$ cat config.mk
export PLATFORM = sky130hd
export DESIGN_NAME = pe_arbiter_4req_flat
export DESIGN_NICKNAME = d
export VERILOG_FILES = /design/src/rtl/pe_arbiter_4req_if.sv /design/src/rtl/pe_arbiter_4req.sv /design/src/flat_wrapper.sv
export SDC_FILE = /design/constraint.sdc
export NUM_CORES = 1
export LEC_CHECK = 0
export CORE_MARGIN = 2
export CORE_UTILIZATION = 40
export CTS_BUF_LIST = sky130_fd_sc_hd__clkbuf_8
export DETAILED_ROUTE_END_ITERATION = 8
export GPL_ROUTABILITY_DRIVEN = 0
export HOLD_SLACK_MARGIN = 0.05
export SLEW_MARGIN = 40
export SYNTH_ARGS = -nofsm -noshare
export SYNTH_HDL_FRONTEND = slang
export SYNTH_SLANG_ARGS = --single-unit
$ cat constraint.sdc
create_clock -name clk -period 2.19 [get_ports clk]
set_clock_uncertainty 0.1 [all_clocks]
set_input_delay 0.438 -clock clk [delete_from_list [all_inputs] [get_ports clk]]
set_output_delay 0.438 -clock clk [all_outputs]
set_load 0.01 [all_outputs]
$ cat src/rtl/pe_arbiter_4req_if.sv
// Handshake bundle between the requesting units and the 4-way arbiter.
// The master modport is the requester side; the slave modport is the arbiter.
interface pe_arbiter_4req_if;
    logic       en;
    logic       mode;
    logic [3:0] req;
    logic       done;
    logic [3:0] gnt;
    logic [1:0] gnt_id;
    logic       gnt_valid;
    logic       timeout;

    modport master (
        output en, mode, req, done,
        input  gnt, gnt_id, gnt_valid, timeout
    );

    modport slave (
        input  en, mode, req, done,
        output gnt, gnt_id, gnt_valid, timeout
    );
endinterface

$ cat src/rtl/pe_arbiter_4req.sv
// Sequential 4-requester arbiter: fixed-priority or round-robin selection,
// registered one-hot/encoded grant, done handshake, MAX_HOLD timeout and a one-cycle gap.
module pe_arbiter_4req #(
    parameter int unsigned MAX_HOLD = 16
) (
    input  logic              clk,
    input  logic              rst_n,
    pe_arbiter_4req_if.slave  bus
);
    localparam int unsigned CW = $clog2(MAX_HOLD + 1);

    typedef enum logic [1:0] {
        ST_IDLE = 2'd0,
        ST_BUSY = 2'd1,
        ST_GAP  = 2'd2
    } state_e;

    state_e        state_q, state_d;
    logic [3:0]    gnt_q, gnt_d;
    logic [1:0]    gnt_id_q, gnt_id_d;
    logic          gnt_valid_q, gnt_valid_d;
    logic          timeout_q, timeout_d;
    logic [1:0]    last_q, last_d;
    logic [CW-1:0] hold_cnt_q, hold_cnt_d;

    logic [1:0]    start_s;
    logic [1:0]    win_s;
    logic          hold_ok_s;

    // Descending search that starts at 'start' and wraps; start itself ranks highest.
    function automatic logic [1:0] pick_winner(input logic [3:0] req, input logic [1:0] start);
        logic [1:0] idx;
        logic [1:0] win;
        win = 2'd0;
        for (int i = 3; i >= 0; i--) begin
            idx = start - 2'(i);
            if (req[idx]) begin
                win = idx;
            end else begin
                win = win;
            end
        end
        return win;
    endfunction

    // Winner selection; fixed priority is round robin anchored at index 3.
    always_comb begin
        start_s = 2'd3;
        if (bus.mode) begin
            start_s = last_q - 2'd1;
        end else begin
            start_s = 2'd3;
        end
        win_s = pick_winner(bus.req, start_s);
    end

    // Next-state and registered-output computation.
    always_comb begin
        state_d     = state_q;
        gnt_d       = gnt_q;
        gnt_id_d    = gnt_id_q;
        gnt_valid_d = gnt_valid_q;
        timeout_d   = 1'b0;
        last_d      = last_q;
        hold_cnt_d  = hold_cnt_q;
        hold_ok_s   = bus.en && bus.req[gnt_id_q] && !bus.done && (hold_cnt_q < CW'(MAX_HOLD));

        case (state_q)
            ST_IDLE: begin
                if (bus.en && (|bus.req)) begin
                    state_d     = ST_BUSY;
                    gnt_d       = 4'b0001 << win_s;
                    gnt_id_d    = win_s;
                    gnt_valid_d = 1'b1;
                    hold_cnt_d  = CW'(1);
                end else begin
                    gnt_d       = 4'b0000;
                    gnt_valid_d = 1'b0;
                end
            end
            ST_BUSY: begin
                if (hold_ok_s) begin
                    hold_cnt_d = hold_cnt_q + CW'(1);
                end else begin
                    state_d     = ST_GAP;
                    gnt_d       = 4'b0000;
                    gnt_valid_d = 1'b0;
                    last_d      = gnt_id_q;
                    hold_cnt_d  = '0;
                    // Only pure expiry flags a timeout; any owner-side release wins.
                    timeout_d   = bus.en && bus.req[gnt_id_q] && !bus.done;
                end
            end
            ST_GAP: begin
                state_d     = ST_IDLE;
                gnt_d       = 4'b0000;
                gnt_valid_d = 1'b0;
            end
            default: begin
                state_d     = ST_IDLE;
                gnt_d       = 4'b0000;
                gnt_valid_d = 1'b0;
                hold_cnt_d  = '0;
            end
        endcase
    end

    // State and output registers with synchronous active-low reset.
    always_ff @(posedge clk) begin
        if (!rst_n) begin
            state_q     <= ST_IDLE;
            gnt_q       <= 4'b0000;
            gnt_id_q    <= 2'b00;
            gnt_valid_q <= 1'b0;
            timeout_q   <= 1'b0;
            last_q      <= 2'b00;
            hold_cnt_q  <= '0;
        end else begin
            state_q     <= state_d;
            gnt_q       <= gnt_d;
            gnt_id_q    <= gnt_id_d;
            gnt_valid_q <= gnt_valid_d;
            timeout_q   <= timeout_d;
            last_q      <= last_d;
            hold_cnt_q  <= hold_cnt_d;
        end
    end

    assign bus.gnt       = gnt_q;
    assign bus.gnt_id    = gnt_id_q;
    assign bus.gnt_valid = gnt_valid_q;
    assign bus.timeout   = timeout_q;
endmodule

$ cat src/flat_wrapper.sv
// flat-port wrapper written by rule: the top's interface ports become plain ports
module pe_arbiter_4req_flat 
#(
    parameter int unsigned MAX_HOLD = 16
)
  (clk, rst_n, bus_en, bus_mode, bus_req, bus_done, bus_gnt, bus_gnt_id, bus_gnt_valid, bus_timeout);
  pe_arbiter_4req_if bus_i ();
  input  logic clk;
  input  logic rst_n;
  input wire logic [$bits(bus_i.en)-1:0] bus_en;
  input wire logic [$bits(bus_i.mode)-1:0] bus_mode;
  input wire logic [$bits(bus_i.req)-1:0] bus_req;
  input wire logic [$bits(bus_i.done)-1:0] bus_done;
  output wire logic [$bits(bus_i.gnt)-1:0] bus_gnt;
  output wire logic [$bits(bus_i.gnt_id)-1:0] bus_gnt_id;
  output wire logic [$bits(bus_i.gnt_valid)-1:0] bus_gnt_valid;
  output wire logic [$bits(bus_i.timeout)-1:0] bus_timeout;
  assign bus_i.en = bus_en;
  assign bus_i.mode = bus_mode;
  assign bus_i.req = bus_req;
  assign bus_i.done = bus_done;
  assign bus_gnt = bus_i.gnt;
  assign bus_gnt_id = bus_i.gnt_id;
  assign bus_gnt_valid = bus_i.gnt_valid;
  assign bus_timeout = bus_i.timeout;
  pe_arbiter_4req #(.MAX_HOLD(MAX_HOLD)) u_core (.clk(clk), .rst_n(rst_n), .bus(bus_i));
endmodule
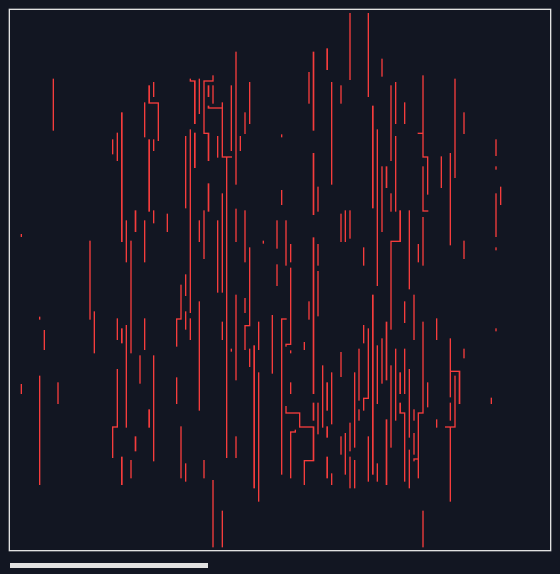
run_1/m2.png
The bar under the picture is 20 um long.
wire length on this layer	886 um
share of all routed wire	43%
nets with wire on the layer	117
main direction	vertical

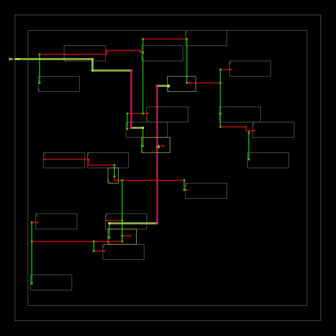
run_1/clock_nets.png
Latency at later pin: 0.25 ns
Flops: 17
clock distribution power: 0.000237 W
CTS Buf Count: 3

==> impl_metrics.json, run 1 <==
{
  "clock_sinks": 17,
  "p_leak_nw": 0.490,
  "layout_top_cell": "dfxtp_1",
  "fill_cells": 244,
  "top_area_cell": "dfxtp_1",
  "topCombFamilyByArea": "simple AND/OR/NAND/NOR gates",
  "syn-num-nets": 128,
  "rows": 18,
  "numPortBuffers": 16,
  "num_io_pins": 17,
  "via_per_inst": 5.40,
  "setup_violations": 0,
  "irDropWorstVdd_mv": 0.383,
  "drive_above_1_share": 0.168,
  "crit_top_cell": "buf_4",
  "drtIter0Drc": 18,
  "die_w_um": 54.4,
  "ys_sh_simple": 0.315,
  "worstMarginPinSlew_ns": 0.432,
  "reg2regPathDepth": 5,
  "critical_path_cell_count": 8,
  "chipArea_um2": 2960,
  "yosysUniqueCellTypes": 44,
  "firstDrtPassIters": 4,
  "cts_setup_buffers": 0,
  "crit_family": "buffers and inverters",
  "holdBufCountCts": 0,
  "mostFrequentLayoutCells": "17 x dfxtp_1, 16 x clkdlybuf4s50_1, 11 x buf_4",
  "syn-instance-count": 118,
  "cp_cell_sequence": "clkdlybuf4s50_1 > buf_4 > inv_1 > o211a_1 > nor4_4 > buf_4 > a22oi_1 > nor2b_1",
  "r2r_end": "u_core.bus.gnt_id[0]",
  "post-route-period-util": 0.930,
  "post-route-drc-count": 0,
  "combPwrFrac": 0.193,
  "wl_met3_um": 92,
  "common_cells": "17 x dfxtp_1, 10 x nand3_1, 9 x nand2_1, 8 x nor2b_1, 5 x nor2_1",
  "end_kind": "flop",
  "final_cells": 167,
  "core_area_um2": 2430,
  "hold_class": "flop to flop",
  "switchingPower_w": 0.000189,
  "power.internal_w": 0.000520,
  "warnings": 26,
  "nets": 148,
  "hp-start": "u_core.bus.gnt[2]",
  "seq_power_share": 0.472,
  "use_met2": 0.255,
  "rrSetupSlack_ns": 0.29,
  "pg_comb_w": 0.000137,
  "pwr-share-clk": 0.335,
  "area_leaders": "dfxtp_1 33%, nand3_1 4.9%, nor2b_1 4.9%",
  "edf_count": 0,
  "hold_viol": 0,
  "p_total_w": 0.000708,
  "postSynthSeqShare": 0.335,
  "top_usage_layer": "met2",
  "dp.cells": 163,
  "maxCapViolCount": 0,
  "cp-startpoint": "bus_req[2]",
  "worstSetupPathType": "input port to flop",
  "cp_num_buf_inv": 4,
  "wl_per_cell_um": 12.5,
  "adder_share": 0.0123,
  "globalRouteOverflowTotal": 0,
  "status": "finished, final reports clean",
  "seq-power_w": 0.000335,
  "gr-usage-all-layers": 0.162,
  "worstPathArrival_ns": 2.13,
  "finalCriticalPeriod_ns": 2.04,
  "grt_pass1_vias": 816,
  "die_h_um": 54.4,
  "grt_pass1_wl_um": 3440,
  "r2r_start": "u_core.last_q[0]",
  "synth_top_flop_cell": "dfxtp_1",
  "initial_utilization": 0.418,
  "post-place-ws_ns": -0.0961,
  "cts_buffer_depth": 2,
  "slowest_delay_ns": 0.54,
  "routed.top_layer": "met4",
  "ys_cells": 118,
  "post_dp_cell_area_um2": 1220,
  "ys_seq_elements": 17,
  "holdPathStages": 2,
  "rsz0062_at_grt": "false",
  "maxPowerGroup": "registers",
  "p_sw_frac": 0.266,
  "cp_slowest_cell": "clkdlybuf4s50_1",
  "async_flop_share": 0,
  "cp.required_ns": 2.28,
  "htree_levels": 1,
  "grt_start_max_net_pins": 15,
  "grt_antenna_before_repair": 0,
  "start_kind": "input port",
  "area_growth_pct": 24.2,
  "grt_util_met3": 0.0328,
  "cts_tree": "built",
  "fin_area_um2": 1260,
  "antenna_cells": 0,
  "synth.cellmix.compoundShare": 0.205,
  "cts_resized": 0,
  "worstSetupEndpoint": "u_core.hold_cnt_q[1]",
  "yosys_area_um2": 1020,
  "syn-cell-area_um2": 1020,
  "fin_setup_tns_ns": 0,
  "slew_headroom": 0.712,
  "cp_max_fo": 7
}
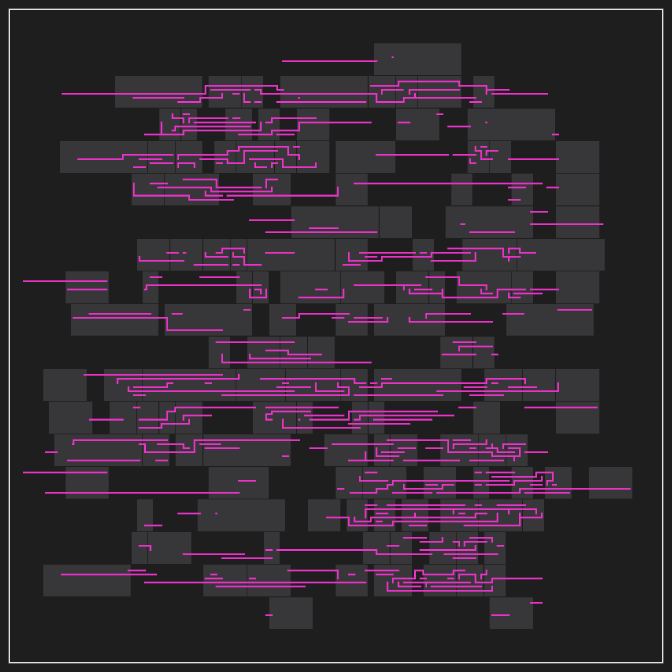
run_1/m1.png
main direction	horizontal
wire length on this layer	1070 um
share of all routed wire	51%
Total Wirelength: 2080 um
via count: 902
met1 Resource Use GR: 0.210

[run 1: sequential cells by signal, indices dropped and copies added (netlist names)]
name and flops:
u_core.bus.timeout 1, u_core.hold_cnt_q 5, u_core.state_q 2, u_core.last_q 2
u_core.bus.gnt_valid 1, u_core.bus.gnt_id 2, u_core.bus.gnt 4
[run 1: logic make-up (layout without fill, tap and decap cells)]
logic type,after synthesis,in the layout
muxes,5,5
and+or+nand+nor,54,54
adders and majority gates,1,1
AOI/OAI and AO/OA,28,28
buffers and inverters,13,32
DFF,17,17
[run 1: area by class of cell]
class	count	area (um2)	share of cell area
Inverter	1	3.75	0.00297
Clock buffer	3	41.3	0.0327
Clock inverter	1	5.00	0.00396
Sequential cell	17	340	0.269
Tap cell	30	37.5	0.0297
Timing Repair Buffer	27	243	0.192
Multi-Input combinational cell	88	593	0.469
==> run 2, diff against run 1 <==
--- a/config.mk
+++ b/config.mk
@@ -11,6 +11,7 @@
 export DETAILED_ROUTE_END_ITERATION = 8
 export GPL_ROUTABILITY_DRIVEN = 0
 export HOLD_SLACK_MARGIN = 0.05
+export RECOVER_POWER = 100
 export SLEW_MARGIN = 40
 export SYNTH_ARGS = -nofsm -noshare
 export SYNTH_HDL_FRONTEND = slang
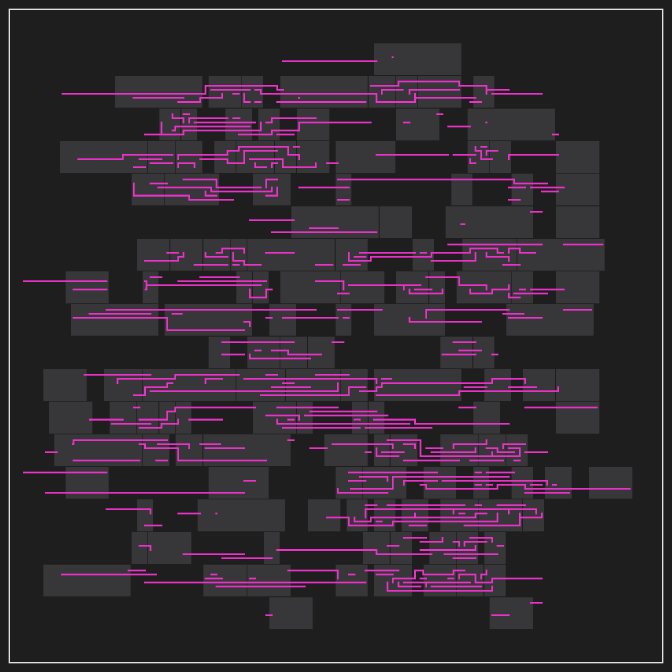
run_2/m1.png
nets with wire on the layer	130
longest straight run	18.4 um
wire length on this layer	1090 um
share of all routed wire	52%
main direction	horizontal

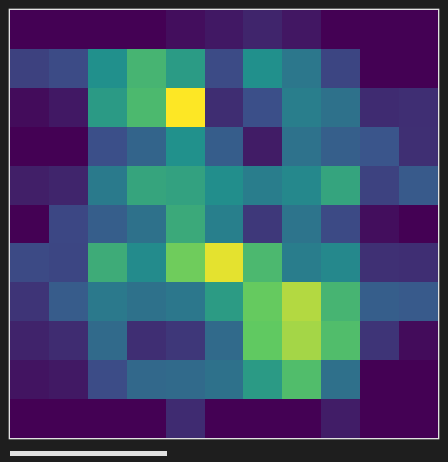
run_2/route_heat.png
The bar under the picture is 20 um long. 11 x 11 tiles, from dark purple (low) to yellow (high), scaled to the fullest tile. Values are wire area over tile area, all layers added.
nearly empty tiles	20%
tiles over half the peak	19%
fullest tile	0.39
mean over tiles	0.11
densest ninth of the die	center

==> run 2 against run 1 <==
Net effect: critical path depth decreased by 1; register-to-register slack lost 0.05 ns; synthesized cell count stayed put; cell count unchanged; clock power is essentially flat; worst hold slack worse by 0.0048 ns; combinational power decreased by 5%; wire length rose by 0.38%; maximum frequency about the same; core utilization shrank 0.51 points; final area is 0.99% lower; setup slack gained 0.0016 ns; critical endpoint is now u_core.bus.gnt_id[0].
==> impl_metrics.json, run 2 <==
{
  "cts-root-buf": "clkbuf_8",
  "wl_per_cell_um": 12.5,
  "fin_util": 0.514,
  "htree_levels": 1,
  "area_growth_pct": 23.0,
  "end_kind": "flop",
  "clock_net_power_w": 0.000237,
  "largest_register": "u_core.hold_cnt_q",
  "fin_setup_tns_ns": 0,
  "pg_comb_w": 0.000130,
  "cp-startpoint": "bus_req[2]",
  "p_sw_frac": 0.268,
  "r2r_start": "u_core.last_q[0]",
  "synth_warnings": 0,
  "power.internal_w": 0.000513,
  "nets": 148,
  "final.setup.worst_slack_ns": 0.155,
  "fin_area_um2": 1250,
  "antenna_cells": 0,
  "cp_slowest_cell": "clkdlybuf4s50_1",
  "top_area_cell": "dfxtp_1",
  "ys_seq_elements": 17,
  "initial_utilization": 0.418,
  "power_density_nw_per_um2": 560,
  "drive_above_1_share": 0.139,
  "cp.required_ns": 2.26,
  "maxClockFrequency_mhz": 492,
  "dp_hpwl_um": 1560,
  "area_leaders": "dfxtp_1 33%, nand3_1 4.9%, nor2b_1 4.9%",
  "post-route-period-util": 0.929,
  "top_area_frac": 0.335,
  "setup_violations": 0,
  "pwr-share-clk": 0.338,
  "grt_pass1_vias": 816,
  "post-route-drc-count": 0,
  "grt_antenna_before_repair": 0,
  "yosys_area_um2": 1020,
  "die_w_um": 54.4,
  "worstSetupPathType": "input port to flop",
  "grt_util_met1": 0.210,
  "slowest_delay_ns": 0.48,
  "numCtsBuffers": 3,
  "irDropWorstVdd_mv": 0.380,
  "holdWs_ns": 0.368,
  "cts_setup_buffers": 0,
  "syn-instance-count": 118,
  "drt_wl_total_um": 2090,
  "routed.top_layer": "met4",
  "grt_pass1_wl_um": 3440,
  "ant_nets": 0,
  "mostFrequentLayoutCells": "17 x dfxtp_1, 10 x nand3_1, 9 x nand2_1, 9 x buf_4",
  "wl_met1_um": 1090,
  "firstDrtPassIters": 4,
  "globalRouteOverflowTotal": 0,
  "cts_buffer_depth": 2,
  "synth_top_flop_cell": "dfxtp_1",
  "drtIter0Drc": 13,
  "logic_area_um2": 588,
  "common_cells": "17 x dfxtp_1, 10 x nand3_1, 9 x nand2_1, 8 x nor2b_1, 5 x nor2_1",
  "wl_met3_um": 83,
  "gr-usage-all-layers": 0.162,
  "grt_util_met3": 0.0328,
  "post-place-ws_ns": -0.0961,
  "die_h_um": 54.4,
  "cts.clk_slew.worst_paths_ns": 0.07,
  "worstPathArrival_ns": 2.10,
  "post_dp_cell_area_um2": 1220,
  "async_flop_share": 0,
  "final_cells": 167,
  "hold_class": "flop to flop",
  "via_per_inst": 5.40,
  "p_total_w": 0.000701,
  "top_cell": "dfxtp_1",
  "cts_resized": 0,
  "cp_max_fo": 6,
  "rsz0062_at_grt": "false",
  "switchingPower_w": 0.000188,
  "seq-power_w": 0.000334,
  "cts_tree": "built",
  "seq_power_share": 0.477,
  "clock_latency_ns": 0.25,
  "syn-cell-area_um2": 1020,
  "num_vias": 901,
  "edf_count": 0,
  "combPwrFrac": 0.185,
  "status": "finished, final reports clean",
  "largest_reg_flops": 5,
  "maxCapViolCount": 0,
  "slew_headroom": 0.713,
  "top_usage_layer": "met2",
  "rows": 18,
  "syn_avg_cell_area_um2": 8.62,
  "holdBufCountCts": 0,
  "chipArea_um2": 2960,
  "numPortBuffers": 16,
  "cp_num_buf_inv": 3,
  "finalCriticalPeriod_ns": 2.03,
  "maxSlewViolCount": 0,
  "syn-num-nets": 128,
  "clock_sinks": 17,
  "p_leak_nw": 0.504,
  "yosysUniqueCellTypes": 44,
  "ys_cells": 118,
  "met2_length_um": 894,
  "seq_area_um2": 340,
  "layout_top_cell": "dfxtp_1",
  "cp_cell_sequence": "clkdlybuf4s50_1 > buf_4 > inv_1 > o22ai_1 > or3_1 > and2_1 > o32ai_2",
  "num_io_pins": 17,
  "hold_viol": 0,
  "maxPowerGroup": "registers",
  "warnings": 26,
  "grt_start_max_net_pins": 15,
  "crit_family": "buffers and inverters",
  "start_kind": "input port",
  "worstMarginPinSlew_ns": 0.431,
  "use_met2": 0.255,
  "fill_cells": 250,
  "hp-start": "u_core.bus.gnt[2]",
  "dp.cells": 163,
  "core_area_um2": 2430,
  "postSynthSeqShare": 0.335
}
-- run 2: path summary, 6_finish.rpt --
path                            slack (ns)                    to  depth (start not counted)
worst min register to register        0.37     u_core.bus.gnt[2]                          2
worst max-delay path                  0.16  u_core.bus.gnt_id[0]                          7
worst max register to register        0.24  u_core.bus.gnt_id[0]                          5
worst min-delay path                  0.37     u_core.bus.gnt[2]                          2
-- run 2: cells by family after synthesis --
group                    synth area share
flip-flops                          0.335
AND-OR/OR-AND                       0.205
buffers and inverters              0.0824
AND/OR/NAND/NOR                     0.315
adder cells (fa/ha/maj)            0.0123
multiplexers                       0.0504
-- run 2: layout make-up --
class,instances,area share
timing repair buffer,27,0.188
sequential,17,0.272
multi-input combinational,88,0.470
clock buffer,3,0.0330
clock inverter,1,0.00400
inverter,1,0.00300
tap,30,0.0300
Power is estimated from default activity; no workload was simulated.
